**src/rtl/pmem_arbiter.sv**
```systemverilog
// rtl/pmem_arbiter.sv - round-robin arbiter sharing one line-wide physical-memory port
// between the I-cache and D-cache, one line transaction at a time, with a sticky timeout.
module pmem_arbiter #(
  parameter int ADDR_W   = 16,
  parameter int LINE_W   = 128,
  parameter int OFFSET_W = 4,
  parameter int MAX_WAIT = 255
) (
  input  logic              clk,
  input  logic              rst_n,
  input  logic              i_read,
  input  logic [ADDR_W-1:0] i_address,
  output logic              i_resp,
  output logic [LINE_W-1:0] i_rdata,
  input  logic              d_read,
  input  logic              d_write,
  input  logic [ADDR_W-1:0] d_address,
  input  logic [LINE_W-1:0] d_wdata,
  output logic              d_resp,
  output logic [LINE_W-1:0] d_rdata,
  output logic              pmem_read,
  output logic              pmem_write,
  output logic [ADDR_W-1:0] pmem_address,
  output logic [LINE_W-1:0] pmem_wdata,
  input  logic [LINE_W-1:0] pmem_rdata,
  input  logic              pmem_resp,
  output logic              timeout_err
);

  typedef enum logic [1:0] {IDLE, GRANT_I, GRANT_D, RELEASE} state_e;

  localparam int CNT_W = $clog2(MAX_WAIT + 1);
  localparam logic [ADDR_W-1:0] OFFSET_MASK = ADDR_W'((1 << OFFSET_W) - 1);
  localparam logic [CNT_W-1:0]  CNT_MAX     = CNT_W'(MAX_WAIT);
  localparam logic [CNT_W-1:0]  CNT_SET     = CNT_W'(MAX_WAIT - 1);

  state_e              state_q;
  logic                last_d_q;
  logic [ADDR_W-1:0]   addr_q;
  logic [LINE_W-1:0]   wdata_q;
  logic [CNT_W-1:0]    cnt_q;
  logic                rd_q;
  logic                wr_q;
  logic                timeout_q;

  logic i_req;
  logic d_req;
  logic pick_i;

  assign i_req  = i_read;
  assign d_req  = d_read | d_write;
  // On a tie the side that did not win last time goes next.
  assign pick_i = i_req & (~d_req | last_d_q);

  always_ff @(posedge clk or negedge rst_n) begin
    if (!rst_n) begin
      state_q   <= IDLE;
      last_d_q  <= 1'b1;
      addr_q    <= '0;
      wdata_q   <= '0;
      cnt_q     <= '0;
      rd_q      <= 1'b0;
      wr_q      <= 1'b0;
      timeout_q <= 1'b0;
    end else begin
      case (state_q)
        IDLE: begin
          if (i_req || d_req) begin
            cnt_q   <= '0;
            wdata_q <= d_wdata;
            if (pick_i) begin
              state_q <= GRANT_I;
              addr_q  <= i_address & ~OFFSET_MASK;
              rd_q    <= 1'b1;
            end else begin
              state_q <= GRANT_D;
              addr_q  <= d_address & ~OFFSET_MASK;
              rd_q    <= ~d_write;
              wr_q    <= d_write;
            end
          end
        end
        GRANT_I, GRANT_D: begin
          // Saturating wait counter; the transaction keeps waiting after a timeout.
          if (cnt_q != CNT_MAX) cnt_q <= cnt_q + 1'b1;
          if (cnt_q == CNT_SET) timeout_q <= 1'b1;
          if (pmem_resp) begin
            state_q  <= RELEASE;
            rd_q     <= 1'b0;
            wr_q     <= 1'b0;
            last_d_q <= (state_q == GRANT_D);
          end
        end
        RELEASE: state_q <= IDLE;
        default: state_q <= IDLE;
      endcase
    end
  end

  assign i_resp       = pmem_resp & (state_q == GRANT_I);
  assign d_resp       = pmem_resp & (state_q == GRANT_D);
  assign i_rdata      = pmem_rdata;
  assign d_rdata      = pmem_rdata;
  assign pmem_read    = rd_q;
  assign pmem_write   = wr_q;
  assign pmem_address = addr_q;
  assign pmem_wdata   = wdata_q;
  assign timeout_err  = timeout_q;

endmodule

```
**config.mk**
```make
export PLATFORM = sky130hd
export DESIGN_NAME = pmem_arbiter
export DESIGN_NICKNAME = d
export VERILOG_FILES = /design/src/rtl/pmem_arbiter.sv
export SDC_FILE = /design/constraint.sdc
export NUM_CORES = 1
export LEC_CHECK = 0
export CAP_MARGIN = 10
export CORE_AREA = 2 2 272 274
export CTS_BUF_LIST = sky130_fd_sc_hd__clkbuf_16
export DETAILED_ROUTE_END_ITERATION = 7
export DIE_AREA = 0 0 274 276
export GPL_TIMING_DRIVEN = 0
export PLACE_DENSITY = 0.49
export SYNTH_ARGS = -nofsm -noshare
export SYNTH_HDL_FRONTEND = slang
export SYNTH_SLANG_ARGS = --single-unit
```
**constraint.sdc**
```tcl
create_clock -name clk -period 1.8 [get_ports clk]
set_input_delay 0.36 -clock clk [delete_from_list [all_inputs] [get_ports clk]]
set_output_delay 0.36 -clock clk [all_outputs]
set_load 0.005 [all_outputs]
```
Fig. 1: met1 routing
Scale: 1.5 px per µm. Supply wires on this layer in grey. Cells faint in the background.
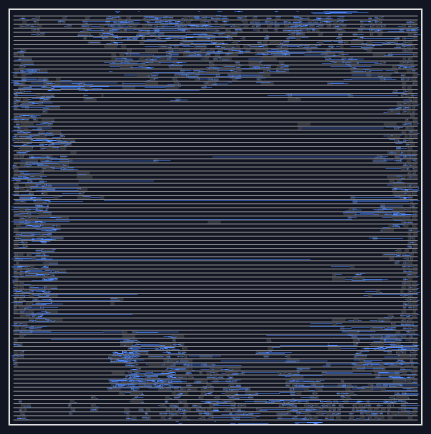
The wires run mostly horizontal. 1305 nets have wire on it.

Fig. 2: M2 wires
Scale: 1.5 px per µm.
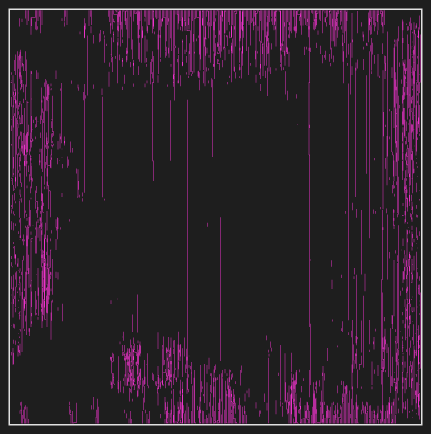
The layer carries 17000 µm of wire. The wires run mostly vertical. The longest straight run is 193 µm. The layer holds 54% of the routed length. 1410 nets have wire on it.

Fig. 3: metal 3
Scale: 2 px per µm. Cells faint in the background.
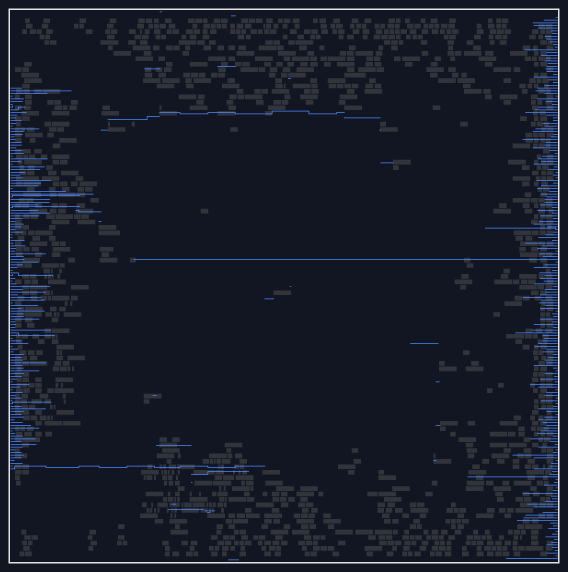
349 nets have wire on it. The layer carries 3110 µm of wire.

==> metrics.json <==
{
  "die": {
    "std_cell_rows": 99
  },
  "place": {
    "port-buffer-count": 558,
    "routabilityCongestion": 0.703
  },
  "final_timing": {
    "grt_setup_unrepaired": "true",
    "timing.clock.skew_ns": 0.0115,
    "finalHoldViolCount": 0,
    "setup-violations-final": 1,
    "finalWorstSetupSlack_ns": -0.0220
  },
  "power": {
    "switchingPower_w": 0.00614,
    "combinational_cell_power_consumption_w": 0.00982,
    "clock_power_share_pct": 19.3,
    "clk-power_w": 0.00383,
    "pg_seq_w": 0.00619,
    "maxPowerGroup": "combinational logic"
  },
  "global_routing": {
    "grt_pass1_vias": 7221,
    "pin_count_of_the_biggest_net_entering_global_routing": 84
  },
  "cts": {
    "tritoncts": "done",
    "cts_hold_buffers": 1,
    "clockBufferDepth": 2
  },
  "logic_synthesis": {
    "synth-warning-count": 0,
    "ys_sh_simple_pct": 3.26,
    "async_reset_ff_share_pct": 100,
    "synth.yosys.chip_area_um2": 8100,
    "synth_cell_types": 34,
    "synthXorXnorAreaFrac_pct": 0,
    "largest_area_cell": "sky130_fd_sc_hd__dfrtp_1"
  },
  "setup_path": {
    "cp_buf_inv_count": 1,
    "rr_worst_depth": 6,
    "r2r_startpoint": "state_q[0]$_DFFE_PN0P_",
    "slowest_stage": "sky130_fd_sc_hd__or4_4"
  },
  "final_layout": {
    "layout_top_cells_excl_fill_tap": "sky130_fd_sc_hd__clkdlybuf4s50_1 (532), sky130_fd_sc_hd__buf_4 (269), sky130_fd_sc_hd__dfrtp_1 (153)",
    "logic_area_um2": 2250,
    "seq_share_pct": 24.4,
    "finish.instance_area_um2": 15800,
    "mostFrequentLayoutCell": "sky130_fd_sc_hd__clkdlybuf4s50_1",
    "largest_register_ff_count": 128,
    "regArea_um2": 3850,
    "clock_tree_area_fraction_pct": 3.81,
    "top_cell_category": "buffers"
  },
  "route": {
    "met2_length_um": 17000,
    "drt_pre_antenna_iters": 4,
    "totalWireLength_um": 31600
  },
  "run_status": {
    "outcome": "complete, but fails checks",
    "failed_checks": "negative setup slack"
  },
  "run": {
    "cap_viol_max_count": 0
  }
}
Fig. 4: metal 4
Scale: 1.5 px per µm. Supply wires on this layer in grey. Cells faint in the background.
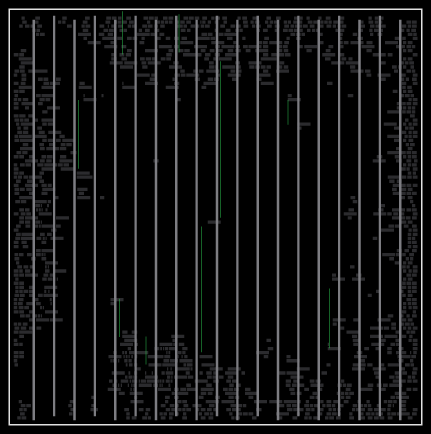
4 nets have wire on it. The layer carries 386 µm of wire. The wires run mostly vertical. The longest straight run is 104 µm.

Fig. 5: track usage over the die
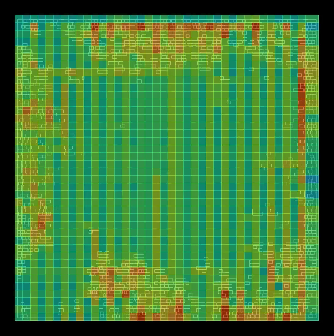
global routing met3 resource utilization: 3.21%
GR Layer Usage met2: 15.2%
post-route core utilization: 21.8%
Top Usage Layer GRT: met2
met1 routing resource usage after global routing: 7.85%

Power and IR drop assume default switching activity.
